**Wire density map**

28 x 28 tiles, from dark blue (low) to red (high), scaled to the fullest tile. Values are wire area over tile area, all layers added.
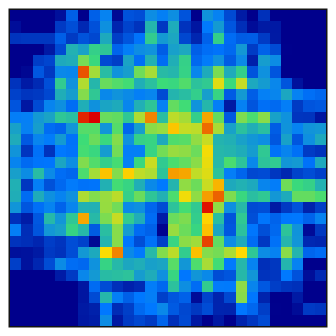
**Placement view**

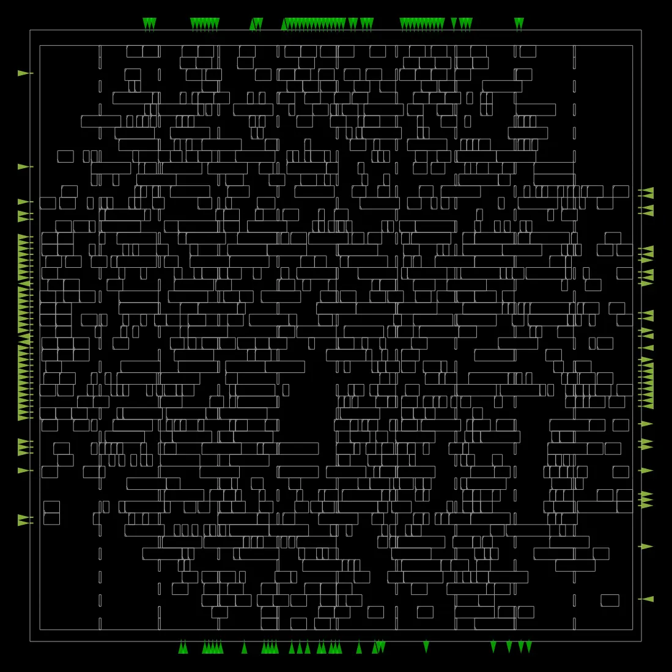
**src/rtl/debug_unit_dump_controller.sv**
```systemverilog
// Debug-unit dump controller: on a dump request, streams a header, the PC, the cycle count, the register file and the data memory over a byte-wide UART handshake.
// Build option: define DUMP_CHECKSUM_EN to append an XOR checksum byte after the last memory byte.
module debug_unit_dump_controller #(
  parameter int unsigned N_BITS          = 8,
  parameter int unsigned N_BITS_WORD     = 32,
  parameter int unsigned N_BITS_REG      = 5,
  parameter int unsigned N_BITS_MEM_ADDR = 4
) (
  input  logic                       i_clock,
  input  logic                       i_reset,
  input  logic                       i_dump_start,
  input  logic [N_BITS_WORD-1:0]     i_pc,
  input  logic [N_BITS_WORD-1:0]     i_cycle_count,
  output logic [N_BITS_REG-1:0]      o_reg_addr,
  input  logic [N_BITS_WORD-1:0]     i_reg_data,
  output logic [N_BITS_MEM_ADDR-1:0] o_mem_addr,
  input  logic [N_BITS_WORD-1:0]     i_mem_data,
  output logic                       o_tx_start,
  output logic [N_BITS-1:0]          o_tx_data,
  input  logic                       i_tx_done,
  output logic                       o_busy,
  output logic                       o_dump_done,
  output logic [3:0]                 o_state
);

  localparam int unsigned BYTES_PER_WORD = N_BITS_WORD / N_BITS;
  localparam int unsigned CNT_W          = $clog2(BYTES_PER_WORD + 1);

  localparam logic [3:0] S_IDLE      = 4'd0;
  localparam logic [3:0] S_HEADER    = 4'd1;
  localparam logic [3:0] S_PC        = 4'd2;
  localparam logic [3:0] S_CYCLES    = 4'd3;
  localparam logic [3:0] S_REG_FETCH = 4'd4;
  localparam logic [3:0] S_REG_SEND  = 4'd5;
  localparam logic [3:0] S_MEM_FETCH = 4'd6;
  localparam logic [3:0] S_MEM_SEND  = 4'd7;
  localparam logic [3:0] S_DONE      = 4'd8;
`ifdef DUMP_CHECKSUM_EN
  localparam logic [3:0] S_CHKSUM    = 4'd9;
`endif

  localparam logic [N_BITS-1:0]      HEADER_BYTE = N_BITS'(8'hA5);
  localparam logic [N_BITS_REG-1:0]  REG_LAST    = {N_BITS_REG{1'b1}};
  localparam logic [N_BITS_MEM_ADDR-1:0] MEM_LAST = {N_BITS_MEM_ADDR{1'b1}};

  logic [3:0]                 state_q, state_d;
  logic [N_BITS_WORD-1:0]     pc_q, pc_d;
  logic [N_BITS_WORD-1:0]     cyc_q, cyc_d;
  logic [N_BITS_WORD-1:0]     word_q, word_d;
  logic [CNT_W-1:0]           byte_cnt_q, byte_cnt_d;
  logic                       pending_q, pending_d;
  logic [N_BITS_REG-1:0]      reg_addr_q, reg_addr_d;
  logic [N_BITS_MEM_ADDR-1:0] mem_addr_q, mem_addr_d;
  logic                       tx_start_q, tx_start_d;
  logic [N_BITS-1:0]          tx_data_q, tx_data_d;
  logic                       busy_q, busy_d;
  logic                       dump_done_q, dump_done_d;
`ifdef DUMP_CHECKSUM_EN
  logic [N_BITS-1:0]          chk_q, chk_d;
`endif

  logic             send_state;
  logic [CNT_W-1:0] bytes_needed;
  logic             word_done;

  // Byte-sending states share one shift register; header and checksum are single-byte words.
`ifdef DUMP_CHECKSUM_EN
  assign send_state   = state_q inside {S_HEADER, S_PC, S_CYCLES, S_REG_SEND, S_MEM_SEND, S_CHKSUM};
  assign bytes_needed = (state_q == S_HEADER || state_q == S_CHKSUM) ? CNT_W'(1)
                                                                      : CNT_W'(BYTES_PER_WORD);
`else
  assign send_state   = state_q inside {S_HEADER, S_PC, S_CYCLES, S_REG_SEND, S_MEM_SEND};
  assign bytes_needed = (state_q == S_HEADER) ? CNT_W'(1) : CNT_W'(BYTES_PER_WORD);
`endif

  always_ff @(posedge i_clock or negedge i_reset) begin
    if (!i_reset) begin
      state_q     <= S_IDLE;
      pc_q        <= '0;
      cyc_q       <= '0;
      word_q      <= '0;
      byte_cnt_q  <= '0;
      pending_q   <= 1'b0;
      reg_addr_q  <= '0;
      mem_addr_q  <= '0;
      tx_start_q  <= 1'b0;
      tx_data_q   <= '0;
      busy_q      <= 1'b0;
      dump_done_q <= 1'b0;
`ifdef DUMP_CHECKSUM_EN
      chk_q       <= '0;
`endif
    end else begin
      state_q     <= state_d;
      pc_q        <= pc_d;
      cyc_q       <= cyc_d;
      word_q      <= word_d;
      byte_cnt_q  <= byte_cnt_d;
      pending_q   <= pending_d;
      reg_addr_q  <= reg_addr_d;
      mem_addr_q  <= mem_addr_d;
      tx_start_q  <= tx_start_d;
      tx_data_q   <= tx_data_d;
      busy_q      <= busy_d;
      dump_done_q <= dump_done_d;
`ifdef DUMP_CHECKSUM_EN
      chk_q       <= chk_d;
`endif
    end
  end

  always_comb begin
    state_d     = state_q;
    pc_d        = pc_q;
    cyc_d       = cyc_q;
    word_d      = word_q;
    byte_cnt_d  = byte_cnt_q;
    pending_d   = pending_q;
    reg_addr_d  = reg_addr_q;
    mem_addr_d  = mem_addr_q;
    tx_start_d  = 1'b0;
    tx_data_d   = tx_data_q;
    busy_d      = busy_q;
    dump_done_d = 1'b0;
    word_done   = 1'b0;
`ifdef DUMP_CHECKSUM_EN
    chk_d       = chk_q;
`endif

    // One byte in flight at a time; the next is launched only once the previous done has cleared pending.
    if (send_state) begin
      if (!pending_q) begin
        if (byte_cnt_q != bytes_needed) begin
          tx_start_d = 1'b1;
          tx_data_d  = word_q[N_BITS_WORD-1 -: N_BITS];
          word_d     = word_q << N_BITS;
          pending_d  = 1'b1;
          byte_cnt_d = byte_cnt_q + CNT_W'(1);
`ifdef DUMP_CHECKSUM_EN
          chk_d      = chk_q ^ word_q[N_BITS_WORD-1 -: N_BITS];
`endif
        end
      end else if (i_tx_done) begin
        pending_d = 1'b0;
        if (byte_cnt_q == bytes_needed) begin
          word_done  = 1'b1;
          byte_cnt_d = '0;
        end
      end
    end

    case (state_q)
      S_IDLE: begin
        if (i_dump_start) begin
          pc_d       = i_pc;
          cyc_d      = i_cycle_count;
          word_d     = {HEADER_BYTE, {(N_BITS_WORD-N_BITS){1'b0}}};
          byte_cnt_d = '0;
          pending_d  = 1'b0;
          busy_d     = 1'b1;
          state_d    = S_HEADER;
`ifdef DUMP_CHECKSUM_EN
          chk_d      = '0;
`endif
        end
      end
      S_HEADER: begin
        if (word_done) begin
          word_d  = pc_q;
          state_d = S_PC;
        end
      end
      S_PC: begin
        if (word_done) begin
          word_d  = cyc_q;
          state_d = S_CYCLES;
        end
      end
      S_CYCLES: begin
        if (word_done) state_d = S_REG_FETCH;
      end
      S_REG_FETCH: begin
        word_d  = i_reg_data;
        state_d = S_REG_SEND;
      end
      S_REG_SEND: begin
        if (word_done) begin
          if (reg_addr_q == REG_LAST) begin
            state_d = S_MEM_FETCH;
          end else begin
            reg_addr_d = reg_addr_q + N_BITS_REG'(1);
            state_d    = S_REG_FETCH;
          end
        end
      end
      S_MEM_FETCH: begin
        word_d  = i_mem_data;
        state_d = S_MEM_SEND;
      end
      S_MEM_SEND: begin
        if (word_done) begin
          if (mem_addr_q == MEM_LAST) begin
`ifdef DUMP_CHECKSUM_EN
            word_d  = {chk_q, {(N_BITS_WORD-N_BITS){1'b0}}};
            state_d = S_CHKSUM;
`else
            reg_addr_d  = '0;
            mem_addr_d  = '0;
            dump_done_d = 1'b1;
            state_d     = S_DONE;
`endif
          end else begin
            mem_addr_d = mem_addr_q + N_BITS_MEM_ADDR'(1);
            state_d    = S_MEM_FETCH;
          end
        end
      end
`ifdef DUMP_CHECKSUM_EN
      S_CHKSUM: begin
        if (word_done) begin
          reg_addr_d  = '0;
          mem_addr_d  = '0;
          dump_done_d = 1'b1;
          state_d     = S_DONE;
        end
      end
`endif
      S_DONE: begin
        busy_d  = 1'b0;
        state_d = S_IDLE;
      end
      default: begin
        busy_d  = 1'b0;
        state_d = S_IDLE;
      end
    endcase
  end

  assign o_reg_addr  = reg_addr_q;
  assign o_mem_addr  = mem_addr_q;
  assign o_tx_start  = tx_start_q;
  assign o_tx_data   = tx_data_q;
  assign o_busy      = busy_q;
  assign o_dump_done = dump_done_q;
  assign o_state     = state_q;

endmodule

```
**config.mk**
```make
export PLATFORM = sky130hd
export DESIGN_NAME = debug_unit_dump_controller
export DESIGN_NICKNAME = d
export VERILOG_FILES = /design/src/rtl/debug_unit_dump_controller.sv
export SDC_FILE = /design/constraint.sdc
export NUM_CORES = 1
export LEC_CHECK = 0
export CAP_MARGIN = 20
export CELL_PAD_IN_SITES_DETAIL_PLACEMENT = 0
export CELL_PAD_IN_SITES_GLOBAL_PLACEMENT = 2
export CORE_MARGIN = 2
export CORE_UTILIZATION = 32
export CTS_CLUSTER_DIAMETER = 120
export CTS_CLUSTER_SIZE = 8
export DETAILED_ROUTE_END_ITERATION = 7
export GPL_ROUTABILITY_DRIVEN = 0
export GPL_TIMING_DRIVEN = 0
export PLACE_DENSITY_LB_ADDON = 0.25
export SETUP_SLACK_MARGIN = 0.4
export SLEW_MARGIN = 20
export SYNTH_ARGS = -nofsm -noshare
export SYNTH_HDL_FRONTEND = slang
export SYNTH_SLANG_ARGS = --single-unit
```
**constraint.sdc**
```tcl
create_clock -name i_clock -period 4.9 [get_ports i_clock]
set_input_delay 0.98 -clock i_clock [delete_from_list [all_inputs] [get_ports i_clock]]
set_output_delay 0.98 -clock i_clock [all_outputs]
set_load 0.005 [all_outputs]
```
==> Changelog: implementation <==
## Implementation

* Register share after synthesis at 0.5067
* Total gr overflow at 0
* Grt met2 use at 0.3066
* Yosys adder share at 0.01022
* Simple-Gate Area Share at 0.1917
* Status: complete, no violations
* Switching power at approximately 1.9 mW
* Initial antenna violation count at 0
* Setup violations, final at 0
* DR top layer: met4
* Hold Crit Class: reg -> reg
* Root Buffer: clkbuf_16
* Cell area after synthesis at around 0.0061 sq mm
* Setup WS pre-CTS at between 1500 and 2000 ps
* Worst slew margin at 0.4274
* CTS Buffer Depth at 2
* Synth async-reset ratio at 1.000
* GRT met1 Usage at 0.2731
* Unrepaired setup endpoints after global routing: false
* Syn avg cell area at 9.583 sq um
Back to the opening pictures, 'wire density map':
The fullest tile reaches 0.52. 17% of the tiles are over half the peak. The densest ninth of the die: middle. 12% of the tiles are nearly empty. The mean over all tiles is 0.15.

Back to the opening pictures, 'placement view':
Non-Filler Instances: 1061
row cnt: 50
final core occ: 0.4584
core area: 0.01877 sq mm

[final cells by class]
cell class	count	area, sq um
clock inverter	9	108.9
sequential	124	3103
tap	234	292.8
fill	1800	10160
inverter	1	3.754
buffer	44	206.4
clock buffer	23	498.0
multi-input combinational	470	2810
timing repair buffer	156	1580
[Yosys cell counts, drive strengths merged, types with 2 or more instances]
cell type,instances,area share
nand3,10,0.0082
nand2,218,0.13
o22a,20,0.029
mux2i,53,0.087
ha,5,0.010
nor2b,3,0.0031
a21o,9,0.011
nand4,2,0.0020
o21ai,26,0.021
a221o,4,0.0065
clkbuf,25,0.016
buf,19,0.018
a21oi,8,0.0065
dfrtp,124,0.51
and3,2,0.0020
nor2,13,0.0084
o32ai,3,0.0043
a31oi,5,0.0051
nor3,3,0.0025
o221ai,10,0.014
o21a,2,0.0025
nor3b,3,0.0037
mux2,11,0.020
nand2b,10,0.010
a22oi,32,0.039
[through the flow]
stage	cell area (sq um)	power, mW	hold slack, ps	setup TNS, ps
2_1_floorplan	6123	3.038	446.1	0
3_3_place_gp	7968	3.773	461.0	-249760
3_5_place_dp	7996	3.826	464.4	0
4_1_cts	8603	5.120	477.7	0
5_1_grt	8603	5.437	502.7	0
6_report	8603	5.086	474.9	0
[flip-flops by register name, summed over array words and instances (netlist names)]
register     flops
pending_q        1
o_busy           1
o_state          4
o_tx_start       1
word_q          32
cyc_q           32
o_dump_done      1
byte_cnt_q       3
o_reg_addr       5
o_mem_addr       4
o_tx_data        8
pc_q            32
[cell families after synthesis]
logic type | count (synthesis)
simple gates | 274
compound gates | 126
flops | 124
mux | 64
buf+inv | 45
fa+ha+maj | 5
xor+xnor | 1
[critical path, cell delays in order]
cell and delay (ps):
clkdlybuf4s50_1 600, and3_1 220, clkbuf_1 540, buf_1 560, nand2_1 130, nand2_1 80
Power and IR drop assume default switching activity.
